`src/rtl/sprite_mem_pkg.sv`:
```
// sprite_mem_pkg: shared types and constants for the sprite data-segment RAM.
// Last-owner encoding for the arbiter return path plus region bounds used by the sprite processor.
package sprite_mem_pkg;
   localparam int AW_DEF = 16;
   localparam int DW_DEF = 16;
   localparam int ATTR_BASE = 1024;
   localparam int ATTR_END = 1279;
   typedef enum logic [1:0] {NONE, VID_RD, CPU_RD, CPU_WR} last_t;
endpackage

```
`src/rtl/sprite_ram_arbiter_if.sv`:
```
// sprite_ram_arbiter_if: video, CPU and RAM bus bundle around the arbiter.
// slave is the arbiter view; master is the requester/RAM side.
interface sprite_ram_arbiter_if import sprite_mem_pkg::*; #(
   parameter int AW = AW_DEF,
   parameter int DW = DW_DEF
);
   logic          vid_req;
   logic          vid_lock;
   logic [AW-1:0] vid_addr;
   logic          vid_gnt;
   logic          vid_rvalid;
   logic [DW-1:0] vid_rdata;
   logic          cpu_req;
   logic          cpu_we;
   logic [AW-1:0] cpu_addr;
   logic [DW-1:0] cpu_wdata;
   logic          cpu_gnt;
   logic          cpu_rvalid;
   logic [DW-1:0] cpu_rdata;
   logic [AW-1:0] ram_addr;
   logic          ram_wren;
   logic [DW-1:0] ram_wdata;
   logic [DW-1:0] ram_q;
   modport slave (
      input  vid_req, vid_lock, vid_addr, cpu_req, cpu_we, cpu_addr, cpu_wdata, ram_q,
      output vid_gnt, vid_rvalid, vid_rdata, cpu_gnt, cpu_rvalid, cpu_rdata,
             ram_addr, ram_wren, ram_wdata
   );
   modport master (
      output vid_req, vid_lock, vid_addr, cpu_req, cpu_we, cpu_addr, cpu_wdata, ram_q,
      input  vid_gnt, vid_rvalid, vid_rdata, cpu_gnt, cpu_rvalid, cpu_rdata,
             ram_addr, ram_wren, ram_wdata
   );
endinterface

```
`src/rtl/sprite_ram_arbiter.sv`:
```
// sprite_ram_arbiter: single-port RAM arbiter, video priority with CPU starvation override.
// Grants are combinational; the registered last owner steers the 1-cycle read return.
module sprite_ram_arbiter import sprite_mem_pkg::*; #(
   parameter int MAX_WAIT = 8,
   parameter int AW = AW_DEF,
   parameter int DW = DW_DEF
) (
   input logic clk,
   input logic rst,
   sprite_ram_arbiter_if.slave bus
);
   localparam int CW = $clog2(MAX_WAIT + 1);
   logic [CW-1:0] r_wait;
   logic [AW-1:0] r_addr;
   logic [DW-1:0] r_wdata;
   last_t         r_last;
   last_t         w_last;
   logic          w_force;
   logic          w_vgnt;
   logic          w_cgnt;
   logic [AW-1:0] w_addr;
   logic [DW-1:0] w_wdata;
   assign w_force = bus.cpu_req & ~bus.vid_lock & (r_wait == CW'(MAX_WAIT));
   assign w_vgnt = ~rst & bus.vid_req & ~w_force;
   assign w_cgnt = ~rst & bus.cpu_req & ~w_vgnt;
   assign w_addr = w_vgnt ? bus.vid_addr : w_cgnt ? bus.cpu_addr : r_addr;
   assign w_wdata = w_cgnt ? bus.cpu_wdata : r_wdata;
   assign bus.vid_gnt = w_vgnt;
   assign bus.cpu_gnt = w_cgnt;
   assign bus.ram_addr = w_addr;
   assign bus.ram_wdata = w_wdata;
   assign bus.ram_wren = w_cgnt & bus.cpu_we;
   // rst gating drops a read already in flight when reset lands on its return cycle
   assign bus.vid_rvalid = ~rst & (r_last == VID_RD);
   assign bus.cpu_rvalid = ~rst & (r_last == CPU_RD);
   assign bus.vid_rdata = bus.ram_q;
   assign bus.cpu_rdata = bus.ram_q;
   always_comb begin
      w_last = NONE;
      w_last = w_vgnt ? VID_RD : w_cgnt ? (bus.cpu_we ? CPU_WR : CPU_RD) : NONE;
   end
   always_ff @(posedge clk) begin
      r_last <= rst ? NONE : w_last;
   end
   always_ff @(posedge clk) begin
      if (rst) begin
         r_wait <= '0;
         r_addr <= '0;
         r_wdata <= '0;
      end else begin
         r_wait <= (~bus.cpu_req | w_cgnt) ? '0 : (r_wait == CW'(MAX_WAIT)) ? r_wait : r_wait + 1'b1;
         r_addr <= w_addr;
         r_wdata <= w_wdata;
      end
   end
endmodule

```
`src/flat_wrapper.sv`:
```
// flat-port wrapper written by rule: the top's interface ports become plain ports
module sprite_ram_arbiter_flat import sprite_mem_pkg::*;
#(
   parameter int MAX_WAIT = 8,
   parameter int AW = AW_DEF,
   parameter int DW = DW_DEF
)
  (clk, rst, bus_vid_req, bus_vid_lock, bus_vid_addr, bus_cpu_req, bus_cpu_we, bus_cpu_addr, bus_cpu_wdata, bus_ram_q, bus_vid_gnt, bus_vid_rvalid, bus_vid_rdata, bus_cpu_gnt, bus_cpu_rvalid, bus_cpu_rdata, bus_ram_addr, bus_ram_wren, bus_ram_wdata);
  sprite_ram_arbiter_if #(.AW(AW), .DW(DW)) bus_i ();
  input logic clk;
  input logic rst;
  input wire logic [$bits(bus_i.vid_req)-1:0] bus_vid_req;
  input wire logic [$bits(bus_i.vid_lock)-1:0] bus_vid_lock;
  input wire logic [$bits(bus_i.vid_addr)-1:0] bus_vid_addr;
  input wire logic [$bits(bus_i.cpu_req)-1:0] bus_cpu_req;
  input wire logic [$bits(bus_i.cpu_we)-1:0] bus_cpu_we;
  input wire logic [$bits(bus_i.cpu_addr)-1:0] bus_cpu_addr;
  input wire logic [$bits(bus_i.cpu_wdata)-1:0] bus_cpu_wdata;
  input wire logic [$bits(bus_i.ram_q)-1:0] bus_ram_q;
  output wire logic [$bits(bus_i.vid_gnt)-1:0] bus_vid_gnt;
  output wire logic [$bits(bus_i.vid_rvalid)-1:0] bus_vid_rvalid;
  output wire logic [$bits(bus_i.vid_rdata)-1:0] bus_vid_rdata;
  output wire logic [$bits(bus_i.cpu_gnt)-1:0] bus_cpu_gnt;
  output wire logic [$bits(bus_i.cpu_rvalid)-1:0] bus_cpu_rvalid;
  output wire logic [$bits(bus_i.cpu_rdata)-1:0] bus_cpu_rdata;
  output wire logic [$bits(bus_i.ram_addr)-1:0] bus_ram_addr;
  output wire logic [$bits(bus_i.ram_wren)-1:0] bus_ram_wren;
  output wire logic [$bits(bus_i.ram_wdata)-1:0] bus_ram_wdata;
  assign bus_i.vid_req = bus_vid_req;
  assign bus_i.vid_lock = bus_vid_lock;
  assign bus_i.vid_addr = bus_vid_addr;
  assign bus_i.cpu_req = bus_cpu_req;
  assign bus_i.cpu_we = bus_cpu_we;
  assign bus_i.cpu_addr = bus_cpu_addr;
  assign bus_i.cpu_wdata = bus_cpu_wdata;
  assign bus_i.ram_q = bus_ram_q;
  assign bus_vid_gnt = bus_i.vid_gnt;
  assign bus_vid_rvalid = bus_i.vid_rvalid;
  assign bus_vid_rdata = bus_i.vid_rdata;
  assign bus_cpu_gnt = bus_i.cpu_gnt;
  assign bus_cpu_rvalid = bus_i.cpu_rvalid;
  assign bus_cpu_rdata = bus_i.cpu_rdata;
  assign bus_ram_addr = bus_i.ram_addr;
  assign bus_ram_wren = bus_i.ram_wren;
  assign bus_ram_wdata = bus_i.ram_wdata;
  sprite_ram_arbiter #(.MAX_WAIT(MAX_WAIT), .AW(AW), .DW(DW)) u_core (.clk(clk), .rst(rst), .bus(bus_i));
endmodule
```
`config.mk`:
```
export PLATFORM = sky130hd
export DESIGN_NAME = sprite_ram_arbiter_flat
export DESIGN_NICKNAME = d
export VERILOG_FILES = /design/src/rtl/sprite_mem_pkg.sv /design/src/rtl/sprite_ram_arbiter_if.sv /design/src/rtl/sprite_ram_arbiter.sv /design/src/flat_wrapper.sv
export SDC_FILE = /design/constraint.sdc
export NUM_CORES = 1
export LEC_CHECK = 0
export CELL_PAD_IN_SITES_DETAIL_PLACEMENT = 1
export CELL_PAD_IN_SITES_GLOBAL_PLACEMENT = 2
export CORE_ASPECT_RATIO = 0.5
export CORE_MARGIN = 2
export CORE_UTILIZATION = 22
export CTS_CLUSTER_SIZE = 20
export DETAILED_ROUTE_END_ITERATION = 10
export PLACE_DENSITY = 0.8
export SLEW_MARGIN = 10
export SYNTH_ARGS = -nofsm -noshare
export SYNTH_HDL_FRONTEND = slang
export SYNTH_SLANG_ARGS = --single-unit
```
`constraint.sdc`:
```
create_clock -name clk -period 2.7 [get_ports clk]
set_input_delay 0.675 -clock clk [delete_from_list [all_inputs] [get_ports clk]]
set_output_delay 0.675 -clock clk [all_outputs]
set_load 0.005 [all_outputs]
```
### Signal wires on met1

Supply wires on this layer in grey.
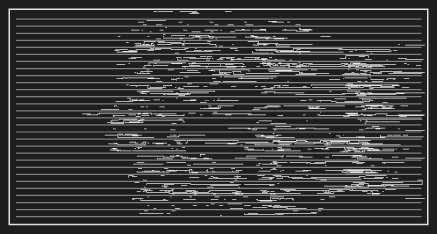
- wire length on this layer: 3,750 um
- longest straight run: 33.6 um
- share of all routed wire: 43%
via count: 2,395
Post-Route WL: 8660 um
M1 GR Usage: 14.4%

### The metal 2 layer

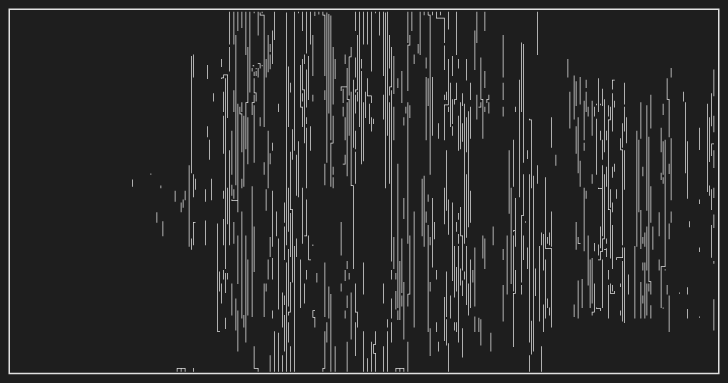
- wire length on this layer: 4,340 um
- main direction: vertical
met2 Resource Use GR: 25.0%

### Metal 3

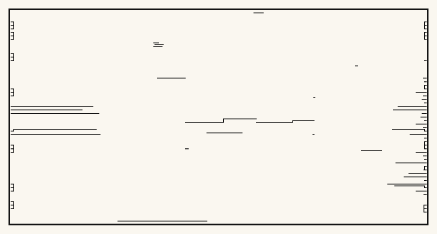
- longest straight run: 34.3 um
- wire length on this layer: 487 um
- share of all routed wire: 5.6%
met3 Use GR: 3.65%

### Wiring heat map

Bar = 50 um. 32 x 16 tiles, from dark purple (low) to yellow (high), scaled to the fullest tile. Values are wire area over tile area, all layers added.
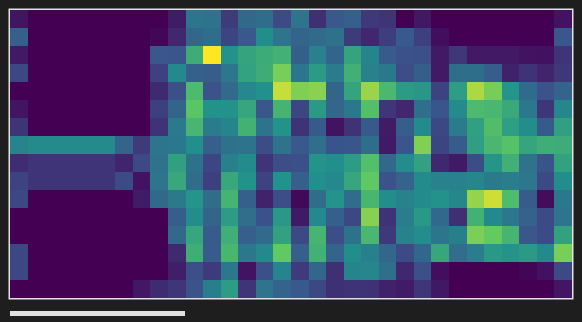
- mean over tiles: 0.10
- emptiest ninth of the die: south-west
- tiles over half the peak: 19%
GRT Overall Usage: 13.0%
WL/cell: 16.3 um

[Yosys cell counts (all sizes together)]
cell type   n  area [um2]
a21oi      19        95.1
and2        1        6.26
and3b       1        8.76
and4bb      1        12.5
buf        45         350
clkbuf     13        50.0
dfxtp      38         761
ha          2        25.0
inv         7        26.3
mux2       32         405
mux2i      16         160
nand2      35         131
nand2b     18         113
nand3       4        20.0
nand3b      1        7.51
nor2        1        3.75
nor3        2        10.0
nor3b       2        15.0
o211ai     34         283
o21a        1        7.51
o21ai       1        5.00
o21bai      1        11.3
o221a      16         180
xnor2       1        8.76
xor2        1        8.76
[metrics by stage]
stage                     setup TNS [ps]  power [mW]  setup slack [ps]  std cells
after global routing                -708        1.96             -60.6        532
after global placement            -20130        1.05              -644        511
final                                  0        1.87              28.4        532
after detailed placement          -20950        1.06              -667        511
after floorplan                        0       0.861               262        293
after CTS                           -448        1.88             -44.1        530
[per-layer routing]
layer  up-vias  global-route usage [%]  wire, um
met5         -                       0         0
met4         0                    3.75        85
met1      1155                    14.4      3750
met3        10                    3.65       486
li1       1176                       -         -
met2        54                    25.0      4340
[worst max-delay path: stages, from the launching register on]
cell and delay, ps:
dfxtp_2 330, inv_2 50, ha_4 150, and4bb_2 250
o211ai_4 220, buf_6 170, buf_16 130, mux2_4 300
buf_6 110
[flip-flops by register name, indices dropped and copies added (netlist names)]
name            count
u_core.r_last       2
u_core.r_wdata     16
u_core.r_addr      16
u_core.r_wait       4
[timing repair]
action / CTS / global route
pin swaps: 3 / 1
cloned: 3 / 0
setup buffers: 9 / 5
endpoints found under the setup margin: 37 / 29
resized: 151 / 23
==> results.txt <==
flow finished, numbers: FF+latch count=38, Worst Tran Pin Value=313 ps, Top cell excl fill/tap=clkdlybuf4s50_1, I/O Buffers=90, clk slew on worst S/H paths=60 ps, Reg2Reg Setup Slack=710 ps, Comb area share=38.9%, largest net degree at the start of global routing=33, final worst path period share=98.9%, placed inst area=between 0.003 and 0.004 mm2, post-route core utilization=about a third, unrepaired setup endpoints after global routing=yes, RePlAce Congestion=0.782, Synth Net Count=365, endpoints failing setup=0, vias in the first global route=2,514, CP startpoint=u_core.r_wait[0]$_SDFFE_PP0P_, Psw=around 0.43 mW, CTS tree=yes, Yosys reg bits=38, Root Driver=clkbuf_16, Power Clock=0.795 mW, Latency at later pin=280 ps, first-pass GRT wire length=13,300 um, number of non-clock inverters in the layout=7, Post-Synthesis Cells=293, Seq. cell area=approximately 760 um2, Seq. pwr=approximately 0.61 mW, Final ANT Viol Nets=0, Init Core Util=22.7%, Die Size=0.0133 mm2, Critical Path Sink Type=primary output, Critical Path AT=2000 ps, Final HPWL DP=5860 um, area share of buffers outside the clock network=31.4%, pwr dens=roughly 460 mW/mm2, worst hold path class=reg -> reg, Tap Cells=165, Max-area cell class=logic gates, H-tree depth=2, crit path max fanout=6, adder share=0.925%, GRT overflow=0, crit start category=flip-flop, most frequent cells in the layout=clkdlybuf4s50_1, dfxtp_1, nand2_1, Log Warnings=29, IO Pins=between 100 and 150, Setup CP Type=reg -> out, Slew headroom=between 70% and 80%, Clk network pwr share=a little over two fifths, clk_skew=about 5.4 ps, Post-CTS Hold Fix Bufs=0, Worst Path Required=2030 ps, Leak Pwr=1.69 nW, core area=0.0119 mm2, Via-to-Cell Ratio=between 4 and 5, comb_multi_in=approximately 190, Top Consumer=clock, Clock buf/inv share=4.93%, Power Combinational=0.463 mW, YS chip area=0.00271 mm2, row cnt=28, drt initial violations=78, area fraction in mux cells=20.9%, Int Pwr=1.43 mW, top comb family, area=AND-OR/OR-AND gates, Final Hold Slack=495 ps, AO/OA Area Share=21.5%, Max VDD drop=around 0.23 mV, non-clock buffer count=124, antenna fix cells=0, YS warnings=0, Filler cells=1,359, xor/xnor share=0.648%, Synth Cell Area=0.00271 mm2, Seq/total area=between 10% and 20%, design area=just over 0.004 mm2, worst reg2reg path depth=10, WHS Path Cells=2, DRT Pass-1 Iters=4, f_max=0.374 GHz, Avg Synthesized Cell Area=9.23 um2, Comb area=0.00157 mm2, initial antenna violation count=0, hold wc startpoint=u_core.r_wdata[0]$_SDFF_PP0_, die width=161 um, clk buf depth=2, cell count listed in synth_stat.txt=293, Worst Setup EP=bus_ram_wdata[5], CLK BUF=6, Reg2Reg Launch Point=u_core.r_wait[0]$_SDFFE_PP0P_, end of the worst hold path=u_core.r_wdata[0]$_SDFF_PP0_, Die Y=82.4 um, fraction of layout cells with a size suffix above 1=36.0%, drc violations=0, max-cap check violation count=0, Seq share, synth=28.1%, TritonCTS buffer count=5, Layout area overhead=49.2%, fraction of power spent switching nets=about a quarter, status=complete, no violations, Final min period=2670 ps
Power is estimated from default activity; no workload was simulated.
